<file path="src/rtl/calc_pkg.sv">
// Shared encodings for the sequential calculator core: operator codes,
// controller states and the key-event priority picker.
package calc_pkg;

    localparam logic [1:0] OP_ADD = 2'd0;
    localparam logic [1:0] OP_SUB = 2'd1;
    localparam logic [1:0] OP_MUL = 2'd2;
    localparam logic [1:0] OP_DIV = 2'd3;

    typedef enum logic [1:0] {IDLE, PEND, DIV, ERR} state_t;

    // Bit positions in the key vector; a higher position wins a tie.
    localparam int K_ENTER = 4;
    localparam int K_ADD   = 3;
    localparam int K_SUB   = 2;
    localparam int K_MUL   = 1;
    localparam int K_DIV   = 0;

    typedef struct packed {
        logic       vld;
        logic       enter;
        logic [1:0] op;
    } key_evt_t;

    function automatic key_evt_t pick_event(input logic [4:0] ev);
        key_evt_t e;
        e = '0;
        if (ev[K_ENTER]) begin
            e.vld   = 1'b1;
            e.enter = 1'b1;
        end else if (ev[K_ADD]) begin
            e.vld = 1'b1;
            e.op  = OP_ADD;
        end else if (ev[K_SUB]) begin
            e.vld = 1'b1;
            e.op  = OP_SUB;
        end else if (ev[K_MUL]) begin
            e.vld = 1'b1;
            e.op  = OP_MUL;
        end else if (ev[K_DIV]) begin
            e.vld = 1'b1;
            e.op  = OP_DIV;
        end
        return e;
    endfunction

endpackage

</file>
<file path="src/rtl/calc_divider.sv">
// Restoring unsigned divider, one quotient bit per clock, RW iterations after
// start. done and quotient are presented combinationally on the last iteration.
module calc_divider #(
    parameter int W  = 8,
    parameter int RW = 2*W
) (
    input  logic          clk,
    input  logic          rst,
    input  logic          start,
    input  logic [RW-1:0] dividend,
    input  logic [W-1:0]  divisor,
    output logic          done,
    output logic [RW-1:0] quotient
);

    localparam int CNT_W = $clog2(RW);

    logic [W-1:0]     rem_q, dsr_q, rem_n;
    logic [RW-1:0]    quo_q, quo_n;
    logic [CNT_W-1:0] cnt_q;
    logic             active_q;
    logic [W:0]       shifted;
    logic             fit;

    always_comb begin
        shifted = {rem_q, quo_q[RW-1]};
        fit     = shifted >= {1'b0, dsr_q};
        rem_n   = fit ? W'(shifted - {1'b0, dsr_q}) : shifted[W-1:0];
        quo_n   = {quo_q[RW-2:0], fit};
    end

    assign done     = active_q && (cnt_q == CNT_W'(RW-1));
    assign quotient = quo_n;

    always_ff @(posedge clk) begin
        if (rst) begin
            rem_q    <= '0;
            dsr_q    <= '0;
            quo_q    <= '0;
            cnt_q    <= '0;
            active_q <= 1'b0;
        end else if (start) begin
            rem_q    <= '0;
            dsr_q    <= divisor;
            quo_q    <= dividend;
            cnt_q    <= '0;
            active_q <= 1'b1;
        end else if (active_q) begin
            rem_q <= rem_n;
            quo_q <= quo_n;
            cnt_q <= cnt_q + 1'b1;
            if (done)
                active_q <= 1'b0;
        end
    end

endmodule

</file>
<file path="src/rtl/calc_core_seq.sv">
// Sequential calculator core: edge-detected keys drive an accumulator with
// operator chaining, saturating add/sub/mul and an iterative divider.
module calc_core_seq
    import calc_pkg::*;
#(
    parameter int W      = 8,
    parameter int RW     = 2*W,
    parameter bit SAT_EN = 1'b1
) (
    input  logic          clk,
    input  logic          rst,
    input  logic [W-1:0]  num_in,
    input  logic          op_add,
    input  logic          op_sub,
    input  logic          op_mul,
    input  logic          op_div,
    input  logic          op_enter,
    output logic [RW-1:0] result,
    output logic [1:0]    op_display,
    output logic          op_pending,
    output logic          busy,
    output logic          ovf,
    output logic          err
);

    state_t        state_q, state_n;
    logic [4:0]    key_cur, key_prev;
    key_evt_t      evt;
    logic [RW-1:0] result_q, result_n;
    logic [1:0]    op_q, op_n, next_op_q, next_op_n;
    logic          pend_q, pend_n, busy_q, busy_n, ovf_q, ovf_n, err_q, err_n;
    logic          have_q, have_n, chain_q, chain_n;
    logic          div_start, div_done;
    logic [RW-1:0] div_quot;

    logic [RW:0]     sum, diff;
    logic [RW+W-1:0] prod;
    logic [RW-1:0]   alu_res;
    logic            alu_ovf;

    assign evt = pick_event(key_cur & ~key_prev);

    calc_divider #(.W(W), .RW(RW)) u_div (
        .clk      (clk),
        .rst      (rst),
        .start    (div_start),
        .dividend (result_q),
        .divisor  (num_in),
        .done     (div_done),
        .quotient (div_quot)
    );

    always_comb begin
        sum     = {1'b0, result_q} + {1'b0, RW'(num_in)};
        diff    = {1'b0, result_q} - {1'b0, RW'(num_in)};
        prod    = {{W{1'b0}}, result_q} * {{RW{1'b0}}, num_in};
        alu_res = sum[RW-1:0];
        alu_ovf = 1'b0;
        case (op_q)
            OP_ADD: begin
                alu_ovf = sum[RW];
                alu_res = (SAT_EN && sum[RW]) ? '1 : sum[RW-1:0];
            end
            OP_SUB: begin
                alu_ovf = diff[RW];
                alu_res = (SAT_EN && diff[RW]) ? '0 : diff[RW-1:0];
            end
            OP_MUL: begin
                alu_ovf = |prod[RW+W-1:RW];
                alu_res = (SAT_EN && alu_ovf) ? '1 : prod[RW-1:0];
            end
            default: ;
        endcase
    end

    always_comb begin
        state_n   = state_q;
        result_n  = result_q;
        op_n      = op_q;
        next_op_n = next_op_q;
        pend_n    = pend_q;
        busy_n    = busy_q;
        ovf_n     = ovf_q;
        err_n     = err_q;
        have_n    = have_q;
        chain_n   = chain_q;
        div_start = 1'b0;
        case (state_q)
            IDLE: begin
                if (evt.vld && !evt.enter) begin
                    // After enter the accumulator is the left operand.
                    if (!have_q)
                        result_n = RW'(num_in);
                    op_n    = evt.op;
                    pend_n  = 1'b1;
                    ovf_n   = 1'b0;
                    state_n = PEND;
                end
            end
            PEND: begin
                if (evt.vld) begin
                    if (op_q == OP_DIV) begin
                        ovf_n = 1'b0;
                        if (num_in == '0) begin
                            err_n    = 1'b1;
                            result_n = '0;
                            pend_n   = 1'b0;
                            state_n  = ERR;
                        end else begin
                            div_start = 1'b1;
                            busy_n    = 1'b1;
                            chain_n   = !evt.enter;
                            next_op_n = evt.op;
                            state_n   = DIV;
                        end
                    end else begin
                        result_n = alu_res;
                        ovf_n    = alu_ovf;
                        if (evt.enter) begin
                            pend_n  = 1'b0;
                            have_n  = 1'b1;
                            state_n = IDLE;
                        end else begin
                            op_n = evt.op;
                        end
                    end
                end
            end
            DIV: begin
                if (div_done) begin
                    result_n = div_quot;
                    busy_n   = 1'b0;
                    if (chain_q) begin
                        op_n    = next_op_q;
                        state_n = PEND;
                    end else begin
                        pend_n  = 1'b0;
                        have_n  = 1'b1;
                        state_n = IDLE;
                    end
                end
            end
            default: ;
        endcase
    end

    always_ff @(posedge clk) begin
        if (rst) begin
            state_q   <= IDLE;
            key_cur   <= '0;
            key_prev  <= '0;
            result_q  <= '0;
            op_q      <= OP_ADD;
            next_op_q <= OP_ADD;
            pend_q    <= 1'b0;
            busy_q    <= 1'b0;
            ovf_q     <= 1'b0;
            err_q     <= 1'b0;
            have_q    <= 1'b0;
            chain_q   <= 1'b0;
        end else begin
            // History keeps updating in DIV/ERR so held keys never re-fire.
            key_cur   <= {op_enter, op_add, op_sub, op_mul, op_div};
            key_prev  <= key_cur;
            state_q   <= state_n;
            result_q  <= result_n;
            op_q      <= op_n;
            next_op_q <= next_op_n;
            pend_q    <= pend_n;
            busy_q    <= busy_n;
            ovf_q     <= ovf_n;
            err_q     <= err_n;
            have_q    <= have_n;
            chain_q   <= chain_n;
        end
    end

    assign result     = result_q;
    assign op_display = op_q;
    assign op_pending = pend_q;
    assign busy       = busy_q;
    assign ovf        = ovf_q;
    assign err        = err_q;

endmodule

</file>
<file path="config.mk">
export PLATFORM = sky130hd
export DESIGN_NAME = calc_core_seq
export DESIGN_NICKNAME = d
export VERILOG_FILES = /design/src/rtl/calc_pkg.sv /design/src/rtl/calc_divider.sv /design/src/rtl/calc_core_seq.sv
export SDC_FILE = /design/constraint.sdc
export NUM_CORES = 1
export LEC_CHECK = 0
export CAP_MARGIN = 40
export CORE_MARGIN = 2
export CORE_UTILIZATION = 40
export CTS_BUF_LIST = sky130_fd_sc_hd__clkbuf_2 sky130_fd_sc_hd__clkbuf_4 sky130_fd_sc_hd__clkbuf_8
export CTS_CLUSTER_SIZE = 25
export DETAILED_ROUTE_END_ITERATION = 10
export HOLD_SLACK_MARGIN = 0.1
export MAX_ROUTING_LAYER = met4
export PLACE_DENSITY = 0.56
export SKIP_CTS_REPAIR_TIMING = 1
export SLEW_MARGIN = 30
export SYNTH_ARGS = -nofsm -noshare
export SYNTH_HDL_FRONTEND = slang
export SYNTH_SLANG_ARGS = --single-unit
</file>
<file path="constraint.sdc">
create_clock -name clk -period 12.8 [get_ports clk]
set_input_delay 3.84 -clock clk [delete_from_list [all_inputs] [get_ports clk]]
set_output_delay 3.84 -clock clk [all_outputs]
set_load 0.1 [all_outputs]
</file>
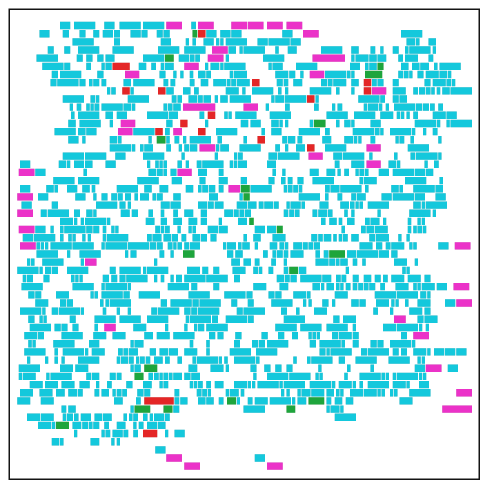
(images/sizing.png)
(3 px per um)
cyan -> x1 and smaller  # cells 1104, share 93%
green -> x2  # cells 21, share 1.8%
red -> x3 and x4  # cells 16, share 1.4%
magenta -> x6 and larger  # cells 43, share 3.6%

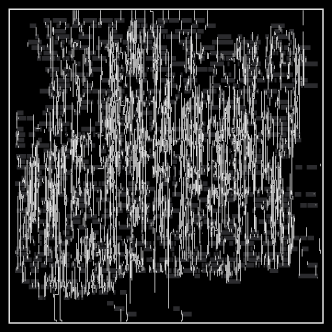
(images/m2.png)
(2 px per um) Cells faint in the background.
wire length on this layer = 12200 um
main direction = vertical
share of all routed wire = 46%

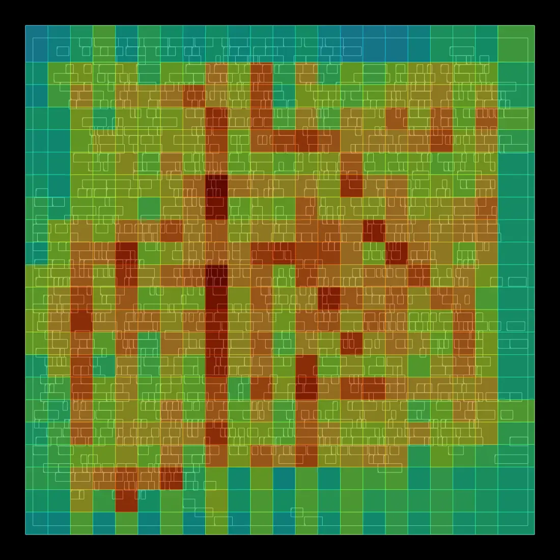
(images/congestion_map.png)
most used routing layer in global routing: met2
met3 Track Usage GR: 0.0308
fraction of met2 tracks used by global routing: 0.362

==> results.txt <==
Summary of implementation figures.

Pwr
The power report attributes to the sequential group a share of 0.247. Summed over all nets, the switching power comes to ~0.54 mW. The internal power summed over all cells is 0.605 mW. The overall power is between 1 and 1.5 mW. The switching portion of total power is 0.471.

The highest supply drop recorded on VDD is approximately 0.000052 V. The leakage power in the latest report is approximately 4.5 nW. The share of total power in combinational logic is 0.563.

The share of total power dissipated in the clock network is 0.190. The cell area power density is about 110 nW/um^2.

Die
The placeable core region is 22700 um^2. The vertical die dimension is around 160 um. The floorplan step records an initial core utilization of 0.408. The floorplan step set the die width to 156 um.

In this run the full chip footprint comes out at about 24000 um^2. The total I/O pin count is 37. After floorplanning, the core was divided into between 50 and 60 placement rows.

Setup path
The path length in cells of the critical path is 19. The worst setup path is of the in2reg kind. At the worst endpoint, the required time is 13.02 ns. The number of cells traversed by the worst register-to-register path is 18. The cell that appears most often on the critical path is sky130_fd_sc_hd__fa_1. The buffers plus inverters on the worst setup path is 4. The launch point of the worst reg-to-reg path is result[1]$_SDFFE_PP0P_. The worst setup slack for register-to-register paths is 6.07 ns. STA classifies the critical path startpoint as an input pin. The source of the critical timing path is num_in[7]. Data arrives at the worst endpoint at 10.72 ns. Listed in order, past its start point the critical path passes clkdlybuf4s50_1 -> nand2_1 -> fa_1 -> fa_1 -> inv_1 -> fa_1 -> inv_1 -> fa_1 -> inv_1 -> ha_1 -> nand2_1 -> nor3_1 -> nor2_1 -> o31ai_1 -> a41oi_1 -> xnor2_1 -> o41ai_4 -> and2_1 -> a311oi_1. In this design, the stage delay of the slowest critical-path cell is slightly above 1 ns.

The worst setup path endpoint is result[6]$_SDFFE_PP0P_. The worst setup path is captured at a flip-flop. The cell type of the slowest stage on the worst timing path is sky130_fd_sc_hd__clkdlybuf4s50_1. Per the timing report, the most critical flop-to-flop path finishes at result[6]$_SDFFE_PP0P_. The top cell family by delay on the critical path is adder cells.

The critical path maximum fanout is 19.

Detailed routing
The detail route stage leaves a number of antenna-violating nets equal to 0. The mean routed wirelength per cell is ~18 um. The DRC violation count after routing is 0. The count of TritonRoute iterations in the first routing pass is 5. The wire length after detailed routing is approximately 26000 um. Detailed-route iteration 0 reported a violation count of a little under 700. The number of vias in the routed layout is just over 8000. Using the TritonRoute via totals, the vias-per-cell ratio works out to around 5.6.

Synth
The adder and majority cell fraction of the synthesized area is 0.287. The proportion of register bits with asynchronous set or reset after synthesis is 0. Sorting the synthesized cells by area gives the leading types as sky130_fd_sc_hd__fa_1 (19%), sky130_fd_sc_hd__dfxtp_1 (16%), sky130_fd_sc_hd__ha_1 (9.9%). The number of enable flip-flop cells is 0. The dominant non-sequential cell family after synthesis is adder cells. The count of instantiated cells in the yosys netlist is approximately 1200.

Synthesis instantiated around 72 different standard cells from the library. Warnings reported by Yosys during synthesis add up to 0. Of the synthesized area, sequential elements account for 0.162. Looking at the gate-level netlist, the highest instance count belongs to sky130_fd_sc_hd__inv_1.

The cell-mix breakdown from Yosys lists the compound-gate area share as 0.196. The top cell type by total area after synthesis is sky130_fd_sc_hd__fa_1. The xor/xnor share of the synthesized area is 0.0284.

The stat command in Yosys gives a chip area of approximately 9000 um^2. The combined area of all synthesized cells is between 9000 and 10000 um^2. Sorting the synthesized cells by how often they occur yields sky130_fd_sc_hd__inv_1 (122), sky130_fd_sc_hd__nand2_1 (105), sky130_fd_sc_hd__nor2_1 (104), sky130_fd_sc_hd__fa_1 (87), sky130_fd_sc_hd__and2_1 (86). The area fraction of the largest cell type after synthesis is 0.188. Counting flops and latches in the post-synthesis netlist gives 75. At floorplan, the net count of the design was reported as 1335.

The area fraction in mux cells is 0.0272. For reference, the post-synthesis area per instance comes to 7.98 um^2. Per the synth stats, the flop cell with the highest instance count is sky130_fd_sc_hd__dfxtp_1. The gate count of the mapped netlist is ~1200. The fraction of the mapped netlist area in simple logic gates is 0.220.

Worst hold path
For hold timing, the worst endpoint is next_op_q[1]$_SDFFE_PP0P_. The worst hold path was traced through 2 stages. The launch point of the worst min-delay path is recorded as next_op_q[1]$_SDFFE_PP0P_. The type recorded for the worst min-delay path is reg2reg.

Final timing
The sum of negative setup slack is 0 ns. Setup repair after global routing left no endpoint under its margin. Per the final report, max-transition violations number 0. After layout, the minimum clock period comes to 10.50 ns.

In the finished design, the share of the clock period the worst path needs comes to 0.820. The final count of negative-setup-slack endpoints is 0. The max-slew headroom at the worst pin is 0.405. The worst path meets setup with between 2 and 2.5 ns of slack. The final number of hold-violating endpoints is 0. The pin closest to its max-slew limit shows a slew of ~0.89 ns. The worst clock skew on the final layout is 0.00984 ns.

The final hold slack is roughly 0.47 ns. The highest clock rate is around 95 MHz.

Global routing
The global-route wire length before repair is 43300 um. The global routing report lists combined usage of all routing layers as 0.230. Entering global routing, the biggest net connects approximately 60 pins. The remaining global-route overflow is 0.

The number of global-route vias before repair is 7970. The initial antenna violation count is 0. For this run, global-route usage on met1 was measured as 0.315.

Placement
In this run the tool buffered the top-level ports with 36 buffer cells. Note, the detailed placer reported a final HPWL of around 20000 um. The minimum setup slack after placement is between 2 and 2.5 ns.

The congestion estimate from routability-driven global placement came to 0.929. The post-placement cell area is roughly 10000 um^2. The number of placed cells counting well taps is between 1000 and 1500.

Clocking
The number of sinks handled by clock tree synthesis is about 75. The H-tree was split into 3 levels. The clock root buffer is sky130_fd_sc_hd__clkbuf_8. For reference, the clock transition at the flip-flops on the worst setup and hold paths is 0.09 ns. The clock tree from TritonCTS is built. The number of buffers created by CTS is 9. Per the skew report, the later register of the worst-skew pair sees a clock latency of 0.36 ns. Looking at the clock tree report, the maximum root-to-sink buffer count equals 2.

Flow run
The run reported a max-capacitance violation count of 0. In this run the tools logged warnings totalling 37.

Layout
The finished layout reports a core utilization of 0.461. The non-filler instance count after layout is approximately 1500. The area growth from synthesis to layout is 13.1%.

Ranking logic cells in the layout by count gives the top entries sky130_fd_sc_hd__inv_1 (122), sky130_fd_sc_hd__nand2_1 (105), sky130_fd_sc_hd__nor2_1 (104). The number of nets in the layout is around 1400. The layout summary lists the proportion of cells stronger than drive strength 1 as 0.0676. The area of all placed cells without fillers is roughly 10000 um^2. 0 antenna diodes ended up in the layout.

The most common cell after layout, fill and taps aside is sky130_fd_sc_hd__inv_1.

Outcome
The run finished with clean final reports.
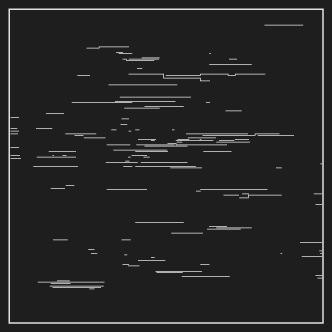
(images/m3.png)
(2 px per um)
nets with wire on the layer = 88
wire length on this layer = 1370 um
share of all routed wire = 5.2%

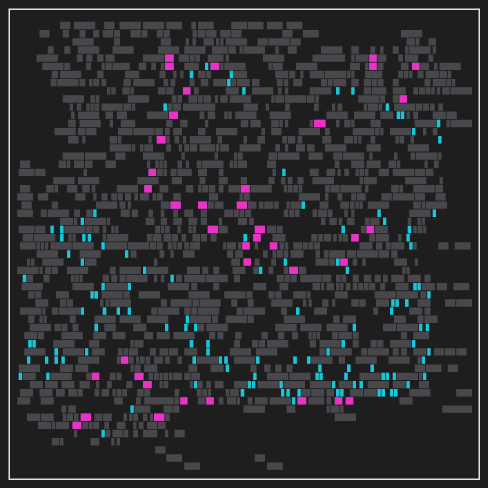
(images/gates.png)
(3 px per um)
magenta -> non-inverting ao/oa cells  # cells 39
cyan -> inv cells  # cells 123, most used inv_1

==> power groups by stage <==
stage               logic (mW)  clock network [mW]  registers [mW]
finish                   0.644               0.218           0.283
global route             0.711               0.232           0.286
CTS                      0.641               0.221           0.284
detailed placement       0.637                   0           0.289
global placement         0.601                   0           0.289
floorplan                0.400                   0           0.324
==> metal layers <==
layer / part of all wire / up-vias / wire length, um
li1: - / 3966 / -
met1: 0.46 / 3967 / 12300
met2: 0.46 / 211 / 12200
met3: 0.052 / 30 / 1370
met4: 0.021 / 0 / 546
met5: 0 / - / 0
==> final cells by class <==
type	instances	area, um^2
fill	2311	12200
multi-input combinational	893	7040
sequential	75	1500
timing repair buffer	77	876
inverter	123	462
tap	285	357
clock buffer	11	151
clock inverter	5	83.8
Power figures rest on the tool's default switching activity, not on a simulated workload.
